Figure 1. The metal 3 layer.
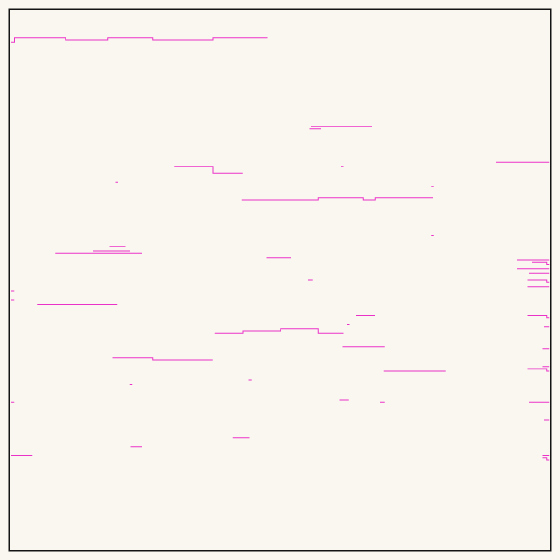
Figure 2. Signal wires by layer.
The bar under the picture is 50 um long. Two of the layers only.
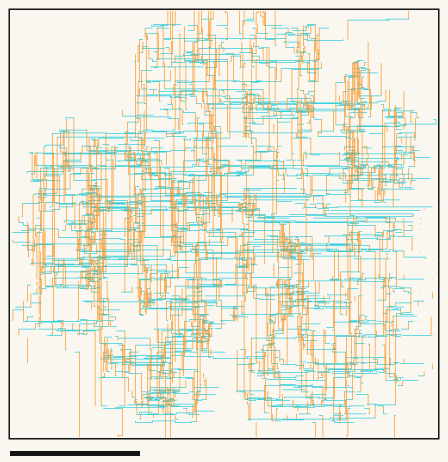
Figure 3. Supply network.
The bar under the picture is 50 um long. Pins as bars on the die edge.
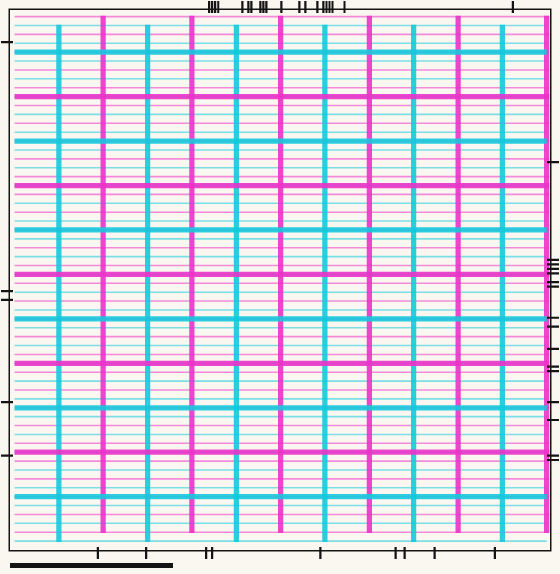
Figure 4. Metal 2.
The bar under the picture is 50 um long.
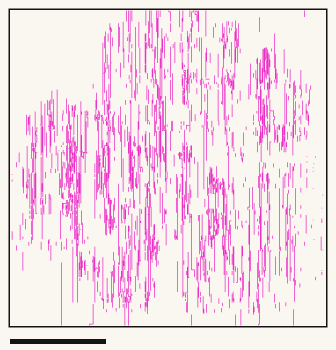
Figure 5. Clock nets.
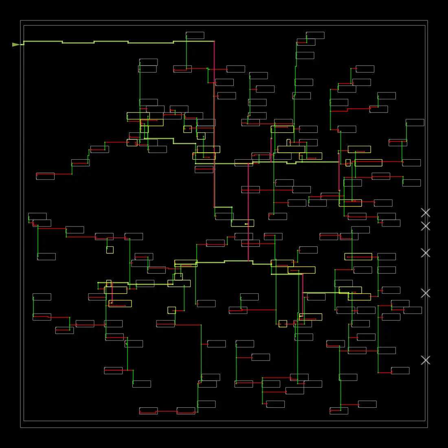
$ cat src/rtl/uart_boot_loader_p.sv
// Serial boot loader: receives an 8N1 image, packs it little-endian into RAM words, and verifies a mod-256 checksum (ACK/NAK).
// After a good load it releases boot, and a scan request dumps the RAM contents back out on tx.
module uart_boot_loader_p #(
    parameter int CLK_PER_BIT = 868,
    parameter int DATA_W      = 16,
    parameter int ADDR_W      = 8,
    parameter int DEPTH       = 256
) (
    input  logic              clk,
    input  logic              rst,
    input  logic              ce,
    input  logic              rx,
    output logic              tx,
    input  logic              scan_memory,
    output logic              boot,
    output logic              err,
    output logic              ram_enable,
    output logic              ram_rw,
    output logic [ADDR_W-1:0] ram_adr,
    output logic [DATA_W-1:0] ram_in,
    input  logic [DATA_W-1:0] ram_out
);

    localparam int WB    = DATA_W / 8;
    localparam int BC_W  = (WB > 1) ? $clog2(WB) : 1;
    localparam int CNT_W = $clog2(CLK_PER_BIT);
    localparam logic [CNT_W-1:0]  LAST_CNT = CNT_W'(CLK_PER_BIT - 1);
    localparam logic [CNT_W-1:0]  HALF_CNT = CNT_W'(CLK_PER_BIT / 2 - 1);
    localparam logic [ADDR_W-1:0] LAST_IDX = ADDR_W'(DEPTH - 1);
    localparam logic [BC_W-1:0]   LAST_BC  = BC_W'(WB - 1);

    typedef enum logic [1:0] {RX_IDLE, RX_START, RX_DATA, RX_STOP} rx_st_t;
    typedef enum logic [2:0] {
        M_LOAD, M_CHECK, M_DONE, M_SCAN_RD, M_SCAN_LAT, M_SCAN_TX, M_SCAN_END
    } m_st_t;

    logic             rx_s1_q, rx_s2_q, rx_s3_q;
    logic             sc_s1_q, sc_s2_q, sc_s3_q;
    rx_st_t           rx_st_q;
    logic [CNT_W-1:0] rx_cnt_q;
    logic [2:0]       rx_bit_q;
    logic [7:0]       rx_sh_q;
    logic             rx_stb, rx_ok, rx_ferr;

    logic             tx_q, tx_busy_q;
    logic [9:0]       tx_frame_q;
    logic [3:0]       tx_bit_q;
    logic [CNT_W-1:0] tx_cnt_q;
    logic             tx_end, tx_free, tx_load, ack_load, scan_load;
    logic [7:0]       tx_byte_d, scan_byte;

    m_st_t             st_q;
    logic [ADDR_W-1:0] idx_q;
    logic [BC_W-1:0]   bc_q, sb_q;
    logic [7:0]        csum_q, ack_byte_q;
    logic [DATA_W-1:0] word_q, word_d, scan_q;
    logic              ack_pend_q, boot_q, err_q;
    logic              ram_en_q, ram_rw_q;
    logic [ADDR_W-1:0] ram_adr_q;
    logic [DATA_W-1:0] ram_in_q;

    assign rx_stb  = ce && (rx_st_q == RX_STOP) && (rx_cnt_q == LAST_CNT);
    assign rx_ok   = rx_stb && rx_s2_q;
    assign rx_ferr = rx_stb && !rx_s2_q;

    always_ff @(posedge clk) begin
        if (rst) begin
            rx_s1_q  <= 1'b1;
            rx_s2_q  <= 1'b1;
            rx_s3_q  <= 1'b1;
            sc_s1_q  <= 1'b0;
            sc_s2_q  <= 1'b0;
            sc_s3_q  <= 1'b0;
            rx_st_q  <= RX_IDLE;
            rx_cnt_q <= '0;
            rx_bit_q <= '0;
            rx_sh_q  <= '0;
        end else if (ce) begin
            rx_s1_q <= rx;
            rx_s2_q <= rx_s1_q;
            rx_s3_q <= rx_s2_q;
            sc_s1_q <= scan_memory;
            sc_s2_q <= sc_s1_q;
            sc_s3_q <= sc_s2_q;
            case (rx_st_q)
                RX_IDLE: begin
                    if (rx_s3_q && !rx_s2_q) begin
                        rx_st_q  <= RX_START;
                        rx_cnt_q <= '0;
                    end
                end
                RX_START: begin
                    // A line already high again at mid start bit was a glitch.
                    if (rx_cnt_q == HALF_CNT) begin
                        rx_cnt_q <= '0;
                        rx_bit_q <= '0;
                        rx_st_q  <= rx_s2_q ? RX_IDLE : RX_DATA;
                    end else begin
                        rx_cnt_q <= rx_cnt_q + 1'b1;
                    end
                end
                RX_DATA: begin
                    if (rx_cnt_q == LAST_CNT) begin
                        rx_cnt_q <= '0;
                        rx_sh_q  <= {rx_s2_q, rx_sh_q[7:1]};
                        rx_bit_q <= rx_bit_q + 1'b1;
                        if (rx_bit_q == 3'd7) rx_st_q <= RX_STOP;
                    end else begin
                        rx_cnt_q <= rx_cnt_q + 1'b1;
                    end
                end
                RX_STOP: begin
                    if (rx_cnt_q == LAST_CNT) rx_st_q <= RX_IDLE;
                    else rx_cnt_q <= rx_cnt_q + 1'b1;
                end
                default: rx_st_q <= RX_IDLE;
            endcase
        end
    end

    assign tx_end  = tx_busy_q && (tx_cnt_q == LAST_CNT) && (tx_bit_q == 4'd9);
    assign tx_free = !tx_busy_q || tx_end;

    // A frame may be loaded in the last stop-bit cycle, giving gap-free bytes.
    always_comb begin
        word_d    = word_q;
        scan_byte = 8'h00;
        for (int k = 0; k < WB; k++) begin
            if (bc_q == BC_W'(k)) word_d[8*k +: 8] = rx_sh_q;
            if (sb_q == BC_W'(k)) scan_byte = scan_q[8*k +: 8];
        end
        ack_load  = ce && ack_pend_q && tx_free;
        scan_load = ce && !ack_pend_q && (st_q == M_SCAN_TX) && tx_free;
        tx_load   = ack_load || scan_load;
        tx_byte_d = ack_pend_q ? ack_byte_q : scan_byte;
    end

    always_ff @(posedge clk) begin
        if (rst) begin
            tx_q       <= 1'b1;
            tx_busy_q  <= 1'b0;
            tx_frame_q <= '1;
            tx_bit_q   <= '0;
            tx_cnt_q   <= '0;
        end else if (tx_load) begin
            tx_q       <= 1'b0;
            tx_busy_q  <= 1'b1;
            tx_frame_q <= {1'b1, tx_byte_d, 1'b0};
            tx_bit_q   <= '0;
            tx_cnt_q   <= '0;
        end else if (ce && tx_busy_q) begin
            if (tx_cnt_q == LAST_CNT) begin
                tx_cnt_q <= '0;
                if (tx_bit_q == 4'd9) begin
                    tx_busy_q <= 1'b0;
                    tx_q      <= 1'b1;
                end else begin
                    tx_bit_q   <= tx_bit_q + 1'b1;
                    tx_q       <= tx_frame_q[1];
                    tx_frame_q <= {1'b1, tx_frame_q[9:1]};
                end
            end else begin
                tx_cnt_q <= tx_cnt_q + 1'b1;
            end
        end
    end

    always_ff @(posedge clk) begin
        if (rst) begin
            st_q       <= M_LOAD;
            idx_q      <= '0;
            bc_q       <= '0;
            sb_q       <= '0;
            csum_q     <= '0;
            word_q     <= '0;
            scan_q     <= '0;
            ack_pend_q <= 1'b0;
            ack_byte_q <= '0;
            boot_q     <= 1'b1;
            err_q      <= 1'b0;
            ram_en_q   <= 1'b0;
            ram_rw_q   <= 1'b0;
            ram_adr_q  <= '0;
            ram_in_q   <= '0;
        end else if (ce) begin
            ram_en_q <= 1'b0;
            if (ack_load) ack_pend_q <= 1'b0;
            if (rx_ferr) err_q <= 1'b1;
            case (st_q)
                M_LOAD: begin
                    if (rx_ok) begin
                        csum_q <= csum_q + rx_sh_q;
                        if (bc_q == LAST_BC) begin
                            bc_q      <= '0;
                            word_q    <= '0;
                            ram_en_q  <= 1'b1;
                            ram_rw_q  <= 1'b1;
                            ram_adr_q <= idx_q;
                            ram_in_q  <= word_d;
                            if (idx_q == LAST_IDX) st_q <= M_CHECK;
                            else idx_q <= idx_q + 1'b1;
                        end else begin
                            bc_q   <= bc_q + 1'b1;
                            word_q <= word_d;
                        end
                    end
                end
                M_CHECK: begin
                    if (rx_ok) begin
                        ack_pend_q <= 1'b1;
                        if (rx_sh_q == csum_q) begin
                            ack_byte_q <= 8'h06;
                            boot_q     <= 1'b0;
                            st_q       <= M_DONE;
                        end else begin
                            ack_byte_q <= 8'h15;
                            err_q      <= 1'b1;
                            idx_q      <= '0;
                            csum_q     <= '0;
                            bc_q       <= '0;
                            st_q       <= M_LOAD;
                        end
                    end
                end
                M_DONE: begin
                    if (sc_s2_q && !sc_s3_q) begin
                        ram_en_q  <= 1'b1;
                        ram_rw_q  <= 1'b0;
                        ram_adr_q <= '0;
                        idx_q     <= '0;
                        st_q      <= M_SCAN_RD;
                    end
                end
                M_SCAN_RD: st_q <= M_SCAN_LAT;
                M_SCAN_LAT: begin
                    scan_q <= ram_out;
                    sb_q   <= '0;
                    st_q   <= M_SCAN_TX;
                end
                M_SCAN_TX: begin
                    if (scan_load) begin
                        if (sb_q == LAST_BC) begin
                            sb_q <= '0;
                            if (idx_q == LAST_IDX) begin
                                st_q <= M_SCAN_END;
                            end else begin
                                idx_q     <= idx_q + 1'b1;
                                ram_en_q  <= 1'b1;
                                ram_rw_q  <= 1'b0;
                                ram_adr_q <= idx_q + 1'b1;
                                st_q      <= M_SCAN_RD;
                            end
                        end else begin
                            sb_q <= sb_q + 1'b1;
                        end
                    end
                end
                M_SCAN_END: begin
                    if (!tx_busy_q) begin
                        ram_adr_q <= '0;
                        idx_q     <= '0;
                        st_q      <= M_DONE;
                    end
                end
                default: st_q <= M_LOAD;
            endcase
        end
    end

    assign tx         = tx_q;
    assign boot       = boot_q;
    assign err        = err_q;
    assign ram_enable = ram_en_q;
    assign ram_rw     = ram_rw_q;
    assign ram_adr    = ram_adr_q;
    assign ram_in     = ram_in_q;

endmodule

$ cat config.mk
export PLATFORM = sky130hd
export DESIGN_NAME = uart_boot_loader_p
export DESIGN_NICKNAME = d
export VERILOG_FILES = /design/src/rtl/uart_boot_loader_p.sv
export SDC_FILE = /design/constraint.sdc
export NUM_CORES = 1
export LEC_CHECK = 0
export CELL_PAD_IN_SITES_DETAIL_PLACEMENT = 1
export CELL_PAD_IN_SITES_GLOBAL_PLACEMENT = 1
export CORE_UTILIZATION = 24
export DETAILED_ROUTE_END_ITERATION = 7
export GPL_TIMING_DRIVEN = 0
export HOLD_SLACK_MARGIN = 0.02
export PLACE_DENSITY_LB_ADDON = 0.1
export REMOVE_ABC_BUFFERS = 1
export SYNTH_ARGS = -nofsm -noshare
export SYNTH_HDL_FRONTEND = slang
export SYNTH_SLANG_ARGS = --single-unit
$ cat constraint.sdc
create_clock -name clk -period 6.5 [get_ports clk]
set_input_delay 0.975 -clock clk [delete_from_list [all_inputs] [get_ports clk]]
set_output_delay 0.975 -clock clk [all_outputs]
set_load 0.01 [all_outputs]
==> results.cfg <==
; flow metrics
[route]
viasPerCell = 5.02
drc = 10

[worst_setup_path]
critPathKind = in2reg
path_buffers = 1
worst_path_max_delay_cell = clkdlybuf4s50_1

[cts]
cts.clk_slew.worst_paths_ps = 60
htreeDepth = 4

[synth]
logic_family = simple AND/OR/NAND/NOR gates
ys_ff = 130
synth.distinct_cells = 69
ys_sh_mux_pct = 5.50
synthCells = 772
ys_sh_aoi_pct = 19.1

[power]
pwr-share-seq_pct = 42.4
p_int_mw = 1.46
p_clk_share_pct = 55.3
p_switching_mw = 0.422
leakage_nw = 2.60
p_comb_mw = 0.0437

[flow_run]
max_cap_violations = 0
warning_count = 27

[layout]
fin_cells = 1143

[run_status]
status = complete, but fails checks
violations = design-rule violations

[place]
portBuffers = 49
gp_congestion = 0.802
## Picture notes: Figure 1
The wires run mostly horizontal. 32 nets have wire on it. The longest straight run is 26.2 um. The layer carries 483 um of wire. The layer holds 2.5% of the routed length.
grt met3 use: 3.17%
vias: 5,733

## Picture notes: Figure 2
Key: M2 = orange [wire length 9,190 um]; M1 = cyan [wire length 9,140 um]
Post-Route WL: 19.0 mm
Avg WL per Cell: 16.7 um
Tot GR Track Use: 14.7%

## Picture notes: Figure 3
Key: VSS = cyan; VDD = magenta
The core has 59 rows. 60 met1 rails follow the rows. 11 straps on met5. 50 signal pins sit on the boundary. 12 straps on met4.
maximum vdd drop: 0.149 mV
Die Ht: 165 um
Die Span X: 165 um

## Picture notes: Figure 4
The layer carries 9,190 um of wire. 723 nets have wire on it. The longest straight run is 52.4 um. The layer holds 48% of the routed length. The wires run mostly vertical.
met2 usage: 25.1%

## Picture notes: Figure 5
total CTS buffers: 17
clock sinks: 130

[worst paths after layout]
path                                     from       endpoint  slack, ps  cells past startpoint
worst min-delay path            tx_frame_q[2]  tx_frame_q[2]        450                      1
worst max-delay path                       ce       idx_q[7]       2180                      6
worst min register to register  tx_frame_q[2]  tx_frame_q[2]        450                      1
worst max register to register        st_q[0]       idx_q[7]       3100                      5
[layer usage]
layer / up-vias / wire, um
met5: - / 0
met4: 0 / 234
met3: 21 / 483
met2: 59 / 9190
met1: 2809 / 9140
li1: 2844 / -
[registers in the layout, summed over array words and instances, names as in the netlist, 3 cells and up, named ones only]
| register | flops |
|---|---|
| tx_cnt_q | 10 |
| rx_sh_q | 8 |
| rx_cnt_q | 10 |
| ram_in | 16 |
| scan_q | 16 |
| word_q | 8 |
| ram_adr | 8 |
| st_q | 3 |
| ack_byte_q | 3 |
| idx_q | 8 |
| csum_q | 8 |
| tx_frame_q | 8 |
| tx_bit_q | 4 |
| rx_bit_q | 3 |
[final cells by class]
| class | instances | area (um^2) |
|---|---|---|
| repair buffers | 51 | 527 |
| well taps | 335 | 419 |
| fillers | 3084 | 18300 |
| flip-flops and latches | 130 | 2600 |
| inverters | 22 | 82.6 |
| clock inverters | 14 | 201 |
| multi-input cells | 573 | 3530 |
| clock buffers | 18 | 429 |
[stage by stage]
step	worst slack (ps)	total power [mW]	hold WS, ps	area, um^2	setup TNS (ps)
after floorplan	3680	0.827	420	6210	0
final	2180	1.89	448	7790	0
after global routing	1900	1.96	460	7790	0
after CTS	2180	1.92	453	7790	0
after global placement	-1300	0.861	434	7120	-25070
after detailed placement	1740	0.862	438	7160	0
Power figures rest on the tool's default switching activity, not on a simulated workload.
